==> src/rtl/stepper_seq_ctrl_pkg.sv <==
// Shared definitions for the queued-segment stepper axis controller.
//   state_t      : segment FSM states
//   cmd_word_w() : width of one packed command word {set_vel, vel, acc, time}
//   acc_w()      : width of the fixed-point position accumulator
package stepper_seq_ctrl_pkg;

  typedef enum logic {
    ST_IDLE = 1'b0,
    ST_RUN  = 1'b1
  } state_t;

  // Command word layout, LSB first: time | acc | vel | set_vel
  function automatic int unsigned cmd_word_w(int unsigned time_w, int unsigned vel_w);
    return time_w + 2 * vel_w + 1;
  endfunction

  // Position accumulator holds the integer position plus its fraction
  function automatic int unsigned acc_w(int unsigned pos_w, int unsigned frac_w);
    return pos_w + frac_w;
  endfunction

endpackage

==> src/rtl/stepper_cmd_fifo.sv <==
// Synchronous command FIFO with first-word fall-through read.
//   clk, reset_n : clock, asynchronous active-low reset
//   push, wr_data: write one word (ignored when full or flushing)
//   pop          : drop the head word (ignored when empty or flushing)
//   flush        : discard all entries
//   rd_data_c    : current head word (combinational read of storage)
//   not_full     : registered, 1 when a push can be accepted
//   empty        : registered, 1 when no entries are held
//   level        : registered occupancy
module stepper_cmd_fifo #(
  parameter int unsigned W     = 97,
  parameter int unsigned DEPTH = 4
) (
  input  logic                     clk,
  input  logic                     reset_n,
  input  logic                     push,
  input  logic                     pop,
  input  logic                     flush,
  input  logic [W-1:0]             wr_data,
  output logic [W-1:0]             rd_data_c,
  output logic                     not_full,
  output logic                     empty,
  output logic [$clog2(DEPTH):0]   level
);

  localparam int unsigned AW = $clog2(DEPTH);
  localparam int unsigned LW = AW + 1;

  logic [W-1:0]  mem [DEPTH];
  logic [AW-1:0] wr_ptr;
  logic [AW-1:0] rd_ptr;
  logic          do_push;
  logic          do_pop;
  logic [LW-1:0] level_n;

  // Qualified push/pop and next occupancy
  always_comb begin
    do_push = push && not_full && !flush;
    do_pop  = pop && !empty && !flush;
    level_n = level;
    if (flush) begin
      level_n = '0;
    end else if (do_push && !do_pop) begin
      level_n = level + LW'(1);
    end else if (!do_push && do_pop) begin
      level_n = level - LW'(1);
    end
  end

  // Pointers and status flags; DEPTH is a power of two so pointers wrap naturally
  always_ff @(posedge clk or negedge reset_n) begin
    if (!reset_n) begin
      wr_ptr   <= '0;
      rd_ptr   <= '0;
      level    <= '0;
      not_full <= 1'b1;
      empty    <= 1'b1;
    end else begin
      if (flush) begin
        wr_ptr <= '0;
        rd_ptr <= '0;
      end else begin
        if (do_push) wr_ptr <= wr_ptr + AW'(1);
        if (do_pop)  rd_ptr <= rd_ptr + AW'(1);
      end
      level    <= level_n;
      not_full <= (level_n != LW'(DEPTH));
      empty    <= (level_n == '0);
    end
  end

  // Storage needs no reset: entries are only read when counted valid
  always_ff @(posedge clk) begin
    if (do_push) mem[wr_ptr] <= wr_data;
  end

  assign rd_data_c = mem[rd_ptr];

endmodule

==> src/rtl/stepper_seq_ctrl.sv <==
// One stepper axis driven by queued constant-acceleration segments.
// A DDA integrator adds velocity into a fixed-point position every RUN cycle
// and adds acceleration into velocity (saturated at +/-VMAX). Segments chain
// without bubbles; running dry while still moving forces a flagged stop.
//   clk, reset_n    : clock, asynchronous active-low reset
//   cmd_valid/ready : command handshake into the segment FIFO
//   cmd_time        : segment length in cycles (0 runs for one cycle)
//   cmd_acc         : signed per-cycle acceleration
//   cmd_vel         : signed start velocity, loaded only with cmd_set_vel
//   set_position    : load integer position from data_in while idle
//   abort           : flush queue and stop at the next edge
//   clear_underrun  : clear the sticky underrun flag
//   position        : integer part of the position accumulator
//   velocity, acc   : current velocity / active segment acceleration
//   dir, step       : driver pins; one step pulse per integer crossing
//   busy            : a segment is executing
//   seg_done        : high during the last cycle of each segment
//   underrun        : sticky, queue ran dry while still moving
//   level           : FIFO occupancy
module stepper_seq_ctrl
  import stepper_seq_ctrl_pkg::*;
#(
  parameter int unsigned POS_W      = 32,
  parameter int unsigned FRAC_W     = 16,
  parameter int unsigned VEL_W      = 32,
  parameter int unsigned TIME_W     = 32,
  parameter int unsigned DEPTH      = 4,
  parameter int unsigned STEP_PULSE = 4,
  parameter int          VMAX       = 8192
) (
  input  logic                     clk,
  input  logic                     reset_n,
  input  logic                     cmd_valid,
  output logic                     cmd_ready,
  input  logic [TIME_W-1:0]        cmd_time,
  input  logic [VEL_W-1:0]         cmd_acc,
  input  logic [VEL_W-1:0]         cmd_vel,
  input  logic                     cmd_set_vel,
  input  logic                     set_position,
  input  logic [POS_W-1:0]         data_in,
  input  logic                     abort,
  input  logic                     clear_underrun,
  output logic [POS_W-1:0]         position,
  output logic [VEL_W-1:0]         velocity,
  output logic [VEL_W-1:0]         acc,
  output logic                     dir,
  output logic                     step,
  output logic                     busy,
  output logic                     seg_done,
  output logic                     underrun,
  output logic [$clog2(DEPTH):0]   level
);

  localparam int unsigned ACC_W   = acc_w(POS_W, FRAC_W);
  localparam int unsigned CMD_W   = cmd_word_w(TIME_W, VEL_W);
  localparam int unsigned OFF_ACC = TIME_W;
  localparam int unsigned OFF_VEL = TIME_W + VEL_W;
  localparam int unsigned OFF_SET = TIME_W + 2 * VEL_W;
  localparam int unsigned PW      = $clog2(STEP_PULSE + 1);

  localparam logic signed [VEL_W:0] VMAX_S = (VEL_W+1)'(VMAX);

  // FIFO interface
  logic              fifo_push;
  logic              fifo_pop;
  logic              fifo_flush;
  logic              fifo_empty;
  logic              fifo_not_full;
  logic [CMD_W-1:0]  cmd_word;
  logic [CMD_W-1:0]  head;

  // Decoded head-of-queue segment
  logic [TIME_W-1:0] head_len;
  logic [VEL_W-1:0]  head_acc;
  logic [VEL_W-1:0]  head_vel;
  logic              head_set_vel;

  // FSM and integrator state
  state_t                   state;
  state_t                   state_n;
  logic [TIME_W-1:0]        tcnt;
  logic [TIME_W-1:0]        tcnt_n;
  logic signed [VEL_W-1:0]  acc_q;
  logic signed [VEL_W-1:0]  acc_n;
  logic signed [VEL_W-1:0]  vel_q;
  logic signed [VEL_W-1:0]  vel_n;
  logic signed [ACC_W-1:0]  pos_q;
  logic signed [ACC_W-1:0]  pos_n;
  logic signed [ACC_W-1:0]  pos_step;
  logic signed [VEL_W:0]    vel_sum;
  logic signed [VEL_W-1:0]  vel_sat;
  logic                     underrun_n;
  logic                     seg_n;
  logic                     busy_n;

  // Step pulse shaper
  logic                     step_evt;
  logic                     step_evt_dir;
  logic                     s1_valid;
  logic                     s1_dir;
  logic                     s2_valid;
  logic [PW-1:0]            pcnt;

  assign cmd_word  = {cmd_set_vel, cmd_vel, cmd_acc, cmd_time};
  assign fifo_push = cmd_valid && fifo_not_full;
  assign cmd_ready = fifo_not_full;

  stepper_cmd_fifo #(
    .W     (CMD_W),
    .DEPTH (DEPTH)
  ) u_fifo (
    .clk       (clk),
    .reset_n   (reset_n),
    .push      (fifo_push),
    .pop       (fifo_pop),
    .flush     (fifo_flush),
    .wr_data   (cmd_word),
    .rd_data_c (head),
    .not_full  (fifo_not_full),
    .empty     (fifo_empty),
    .level     (level)
  );

  // Head segment fields; a zero length still runs for one cycle
  always_comb begin
    head_acc     = head[OFF_ACC +: VEL_W];
    head_vel     = head[OFF_VEL +: VEL_W];
    head_set_vel = head[OFF_SET];
    head_len     = (head[TIME_W-1:0] == '0) ? TIME_W'(1) : head[TIME_W-1:0];
  end

  // Integrator arithmetic: position uses the old velocity, velocity saturates
  always_comb begin
    pos_step = pos_q + ACC_W'(vel_q);
    vel_sum  = (VEL_W+1)'(vel_q) + (VEL_W+1)'(acc_q);
    if (vel_sum > VMAX_S) begin
      vel_sat = VEL_W'(VMAX_S);
    end else if (vel_sum < -VMAX_S) begin
      vel_sat = VEL_W'(-VMAX_S);
    end else begin
      vel_sat = VEL_W'(vel_sum);
    end
  end

  // Segment FSM state register
  always_ff @(posedge clk or negedge reset_n) begin
    if (!reset_n) begin
      state <= ST_IDLE;
    end else begin
      state <= state_n;
    end
  end

  // Segment FSM next-state and datapath updates
  always_comb begin
    state_n      = state;
    tcnt_n       = tcnt;
    acc_n        = acc_q;
    vel_n        = vel_q;
    pos_n        = pos_q;
    underrun_n   = underrun && !clear_underrun;
    fifo_pop     = 1'b0;
    fifo_flush   = 1'b0;
    step_evt     = 1'b0;
    step_evt_dir = !vel_q[VEL_W-1];
    seg_n        = 1'b0;
    busy_n       = 1'b0;

    if (abort) begin
      fifo_flush = 1'b1;
      vel_n      = '0;
      acc_n      = '0;
      state_n    = ST_IDLE;
    end else begin
      case (state)
        ST_IDLE: begin
          if (set_position) begin
            pos_n = {data_in, {FRAC_W{1'b0}}};
          end
          if (!fifo_empty) begin
            fifo_pop = 1'b1;
            state_n  = ST_RUN;
            tcnt_n   = head_len;
            acc_n    = head_acc;
            if (head_set_vel) vel_n = head_vel;
          end
        end
        ST_RUN: begin
          pos_n    = pos_step;
          vel_n    = vel_sat;
          tcnt_n   = tcnt - TIME_W'(1);
          step_evt = (pos_step[ACC_W-1:FRAC_W] != pos_q[ACC_W-1:FRAC_W]);
          if (tcnt == TIME_W'(1)) begin
            if (!fifo_empty) begin
              // Chain straight into the next segment, no idle cycle
              fifo_pop = 1'b1;
              tcnt_n   = head_len;
              acc_n    = head_acc;
              if (head_set_vel) vel_n = head_vel;
            end else begin
              if (vel_sat != '0) underrun_n = 1'b1;
              vel_n   = '0;
              acc_n   = '0;
              state_n = ST_IDLE;
            end
          end
        end
        default: state_n = ST_IDLE;
      endcase
    end

    // Look ahead so seg_done is a register that is high while tcnt==1
    busy_n = (state_n == ST_RUN);
    seg_n  = busy_n && (tcnt_n == TIME_W'(1));
  end

  // Integrator and status registers
  always_ff @(posedge clk or negedge reset_n) begin
    if (!reset_n) begin
      tcnt     <= '0;
      acc_q    <= '0;
      vel_q    <= '0;
      pos_q    <= '0;
      underrun <= 1'b0;
      seg_done <= 1'b0;
      busy     <= 1'b0;
    end else begin
      tcnt     <= tcnt_n;
      acc_q    <= acc_n;
      vel_q    <= vel_n;
      pos_q    <= pos_n;
      underrun <= underrun_n;
      seg_done <= seg_n;
      busy     <= busy_n;
    end
  end

  // Step shaper: dir settles one cycle before the pulse rises.
  // VMAX keeps crossings at least 2*STEP_PULSE apart, so pulses never overlap.
  always_ff @(posedge clk or negedge reset_n) begin
    if (!reset_n) begin
      s1_valid <= 1'b0;
      s1_dir   <= 1'b0;
      s2_valid <= 1'b0;
      dir      <= 1'b0;
      step     <= 1'b0;
      pcnt     <= '0;
    end else begin
      s1_valid <= step_evt;
      s1_dir   <= step_evt_dir;
      s2_valid <= s1_valid;
      if (s1_valid) dir <= s1_dir;
      if (s2_valid) begin
        step <= 1'b1;
        pcnt <= PW'(STEP_PULSE - 1);
      end else if (pcnt != '0) begin
        pcnt <= pcnt - PW'(1);
      end else begin
        step <= 1'b0;
      end
    end
  end

  assign position = pos_q[ACC_W-1:FRAC_W];
  assign velocity = vel_q;
  assign acc      = acc_q;

endmodule

==> config.mk <==
export PLATFORM = sky130hd
export DESIGN_NAME = stepper_seq_ctrl
export DESIGN_NICKNAME = d
export VERILOG_FILES = /design/src/rtl/stepper_seq_ctrl_pkg.sv /design/src/rtl/stepper_cmd_fifo.sv /design/src/rtl/stepper_seq_ctrl.sv
export SDC_FILE = /design/constraint.sdc
export NUM_CORES = 1
export LEC_CHECK = 0
export CAP_MARGIN = 20
export CORE_MARGIN = 10
export CORE_UTILIZATION = 45
export DETAILED_ROUTE_END_ITERATION = 10
export DONT_BUFFER_PORTS = 1
export PLACE_DENSITY = 0.63
export SLEW_MARGIN = 20
export SYNTH_ARGS = -nofsm -noshare
export SYNTH_HDL_FRONTEND = slang
export SYNTH_SLANG_ARGS = --single-unit
==> constraint.sdc <==
create_clock -name clk -period 3.7 [get_ports clk]
set_input_delay 0.37 -clock clk [delete_from_list [all_inputs] [get_ports clk]]
set_output_delay 0.37 -clock clk [all_outputs]
set_load 0.01 [all_outputs]
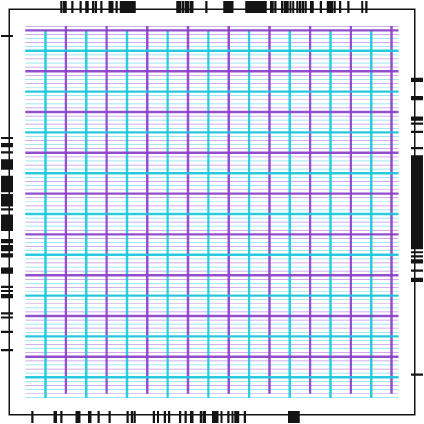
**Above:** power grid.
(1.5 px per um) Pins as bars on the die edge.
VDD: marked purple. VSS: marked cyan.
The core has 91 rows. 92 met1 rails follow the rows. 240 signal pins sit on the boundary. 18 straps on met5.

==> run summary <==
Summary of the current implementation state.

- The run finished, with violations left.
- The final reports fail on negative hold slack.
- The routed wire length is 85600 um, for reference.
- The largest net degree at the start of global routing is 165, for reference.
- The die boundary height is 269 um, for reference.
- The layout cell share with drive strength beyond 1 is 0.237, for reference.
- The measured slew at the worst slew-check pin is 0.976 ns, for reference.
- In the detailed route, the total length drawn on met2 is 41300 um.
- The overall track demand over capacity in global routing is 0.227, for reference.
- The endpoint arrival time on the critical path is 4.13 ns, for reference.
- The global-route wire length before repair is 128000 um, for reference.
- The clock-pin slew of the registers on the worst-case setup and hold paths is 0.06 ns, for reference.
- In the per-layer breakdown of the detailed-route log, met1 shows 36600 um.
- The area taken by flip-flops and latches is 15800 um^2, for reference.
- The worst hold path class is primary input to async pin, for reference.
- The die boundary width is 269 um, for reference.
- After synthesis, the most frequently instantiated cells are edfxtp_1, nand2_1, a21oi_1.
- The primary flip-flop cell chosen by synthesis mapping is edfxtp_1, for reference.
- The global routing report lists met1 layer usage as 0.302.
- Among the non-sequential cells, AND-OR/OR-AND gates take the most area.
- The fraction of the mapped netlist area in adder cells is 0.0413, for reference.
- The number of logic gates is 1591, for reference.
- The area growth from synthesis to layout is 23.0%, for reference.
- After clock tree synthesis, the repair step resized 21 gates.
- The fraction of the yosys area taken by sequential cells is 0.564, for reference.
- The worst pin sits at a relative slew slack of 0.347.
- The share of power burned in the clock network is 0.186, for reference.
- Among all stages on the critical path, the maximum delay recorded is 0.48 ns.
- In the final report, the number of pins over their slew limit comes to 0.
- The number of hold violations in the final report is 164, for reference.
- According to the timing report, the data required time at the worst endpoint equals 4.19 ns.
- The synthesized netlist occupies a cell area of 28000 um^2.
- The most common cell in the synthesized netlist is edfxtp_1, for reference.
- On met2, the global router reports a usage of 0.375.
- After floorplanning, the core was divided into 91 placement rows.
- The setup slack on the worst flop-to-flop path is 0.05 ns, for reference.
- The number of clock buffers added by TritonCTS is 58.
- Per the cell usage report, the commonest logic cells after layout are edfxtp_1, buf_4, nand2_1.
- The script computed the net switching share of total power as 0.415.
- After detailed routing, the average wire length per cell comes to 24.3 um.
- The die area is 72500 um^2, for reference.
- Per the final report, the share of cell area in non-clock buffers is 0.0997.
- Recorded from the global router log, the overflow total was 0.
- The number of sequential storage elements is 552, for reference.
- In the power breakdown, the internal column shows 18100 uW.
- Of the total power, combinational logic draws 0.526.
- The total met3 wirelength after detailed routing is 5430 um, for reference.
- The number of nets handed over by synthesis was 2541.
- For this design, the slowest cell found on the critical path is dfrtp_2.
- The last weighted congestion value of the routability-driven placer is 0.954, for reference.
- The starting utilization of the core area is 0.454, for reference.
- The worst setup path is launched from a flip-flop.
- The global-route track usage on met3 is 0.0431, for reference.
- TritonCTS built the clock tree.
- The most heavily used metal layer in global routing is met2, for reference.
- The area occupied by multi-input gates is 12100 um^2, for reference.
- The DRC violation count after routing is 0, for reference.
- The capturing point of the worst reg2reg path is s1_valid, for reference.
- The worst path needs 3.65 ns of the cycle, external delays included.
- The clock tree root driver cell is clkbuf_16, for reference.
- Of the total synthesized cell area, the portion taken by XOR and XNOR cells is 0.0354.
- The count of port buffers added during placement is 0, for reference.
- The number of maximum-capacitance constraint violations is 0, for reference.
- The number of antenna violations at the first check in global routing was 9.
- In the post-route analysis, the smallest setup slack over all paths is 0.0542 ns.
- The mean instance size in the synthesized netlist is 12.1 um^2, for reference.
- Per STA, the worst path accumulates the most delay in the family simple AND/OR/NAND/NOR gates.
- The net switching component of the power is 12800 uW, for reference.
- The report puts the hold buffer count at CTS at 102.
- Final hold analysis gives a worst-case slack of -0.542 ns.
- The biggest power consumer among the groups is combinational cells, for reference.
- The last element of the critical path is s1_valid, for reference.
- The violation tally from detailed-route iteration zero is 1885, for reference.
- The synthesis area per yosys is 28000 um^2, for reference.
- The highest routing layer actually used is met5, for reference.
- For reference, the critical path is launched at velocity[31].
- The post-synthesis cell type count is 85, for reference.
- The number of nets in the finished design is 2859, for reference.
- Synthesis produced 2315 cells.
- According to the floorplan report, the placeable core area is 61600 um^2.
- The worst reg2reg path depth is 14, for reference.
- The share of cell area taken by multi-input logic gates is 0.353, for reference.
- The STA report counts the stages on the worst setup path as 14.
- The report lists the cells along the critical path as buf_2, buf_4, ha_2, inv_1, nor4_2, a311o_1, mux2_2, nor4_2, and3_1, nand3_1, nor4_2, nand3_1, nor2_1, a31oi_1.
- The number of sinks on the clock net is 552, for reference.
- The startpoint of the most critical register-to-register path is velocity[31], for reference.
- Per the detail_route report, vias per standard cell equal 5.89.
- According to the I/O placement log, the pin count is 240.
- The worst setup path is captured at a flip-flop.
- The number of cells reported by Yosys stat comes to 2315.
- The largest cell class by area is sequential cells, for reference.
- The number of synthesized flops with an enable pin is 388, for reference.
- The area share of the leading cell type in the synthesized netlist is 0.417, for reference.
- The power density of the placed cells is 899 nW/um^2, for reference.
- Of all cell types, the one taking the most synthesized area is edfxtp_1.
- Per the repair_timing log after CTS, setup buffers inserted total 2.
- Yosys reported a register bit count of 552.
- The count of nets left with antenna violations after detail routing is 0, for reference.
- The dominant cell type by count on the critical path is nor4_2, for reference.
- For this design the static power due to leakage is 0.0126 uW.
- The reported sequential group power is 8910 uW, for reference.
- The count of plain and timing-repair buffers is 404, for reference.
- Setup repair after global routing could not meet its margin everywhere.
- Detailed placement finished with a half-perimeter wire length of 62600 um.
- The total number of yosys warnings is 0, for reference.
- Looking at the critical path, the highest net fanout was 6.
- The share of async-settable or async-resettable flops after synthesis is 0.297, for reference.
- Of the total power, registers draw 0.288.
- For this block, the via count after detailed routing is 20752.
- The layout has 83 clock buffers.
- The final report lists the setup-violating endpoint count as 0.
- In the log, the iteration count for the first detailed-route pass is 5.
- The via count of the first global-routing pass is 20725, for reference.
- In the final layout, the fill cell count is 5152.
- The top logic cell by instance count in the layout is edfxtp_1, for reference.
- The layout report lists the clock-cell share of area as 0.0552.
- The number of diodes added for antenna fixing is 4, for reference.
- The power consumed by combinational cells is 16300 uW, for reference.
- In the final run the clock tree shows a worst skew of 0.0458 ns.
- The number of well taps is 837, for reference.
- Per the post-place timing report, worst setup slack is -0.258 ns.
- Of the total synthesized cell area, the portion taken by AND, OR, NAND and NOR gates is 0.110.
- CTS built an H-tree with a depth of 2.
- Per the layout area report, the sequential fraction of cell area is 0.459.
- CTS reports a maximum clock tree buffer depth of 3.
- Summing over the stages, the warning tally comes to 38.
- For the clock group, total power comes out at 5760 uW.
- The category of the most critical setup path is flip-flop to flip-flop, for reference.
- The count of buffer and inverter cells on the critical path is 3, for reference.
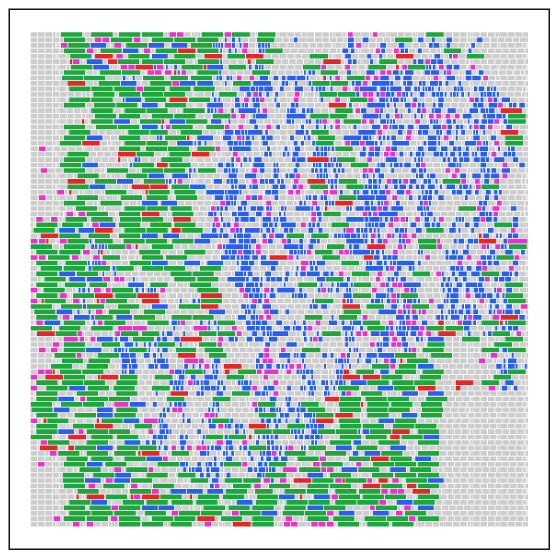
**Above:** cell classes on the final placement.
(2 px per um) Fill, decap, tap and diode cells in gray.
remaining logic cells: marked blue, cells 1617. registers: marked green, cells 552. remaining buffers and delay cells: marked magenta, cells 404. clock drivers and dummy loads: marked red, cells 110.

==> state kept, by name (all words and copies together) (netlist names), 2 cells and up <==
signal,cells
u_fifo.rd_ptr,2
acc,32
u_fifo.level,3
velocity,32
u_fifo.mem,388
u_fifo.wr_ptr,2
tcnt,32
pos_q,48
pcnt,3
==> per-stage QoR <==
stage / TNS [ns] / utilization / power, uW / instance area [um^2] / cells
2_1_floorplan: 0 / - / 18100 / 28000 / 2315
3_3_place_gp: -0.516 / 0.497 / 23800 / 30600 / 3286
3_5_place_dp: -0.605 / 0.497 / 23900 / 30600 / 3286
4_1_cts: -0.00643 / 0.546 / 30000 / 33600 / 3500
5_1_grt: -0.115 / 0.558 / 32700 / 34400 / 3524
6_report: 0 / 0.558 / 30900 / 34400 / 3524
Power figures rest on the tool's default switching activity, not on a simulated workload.
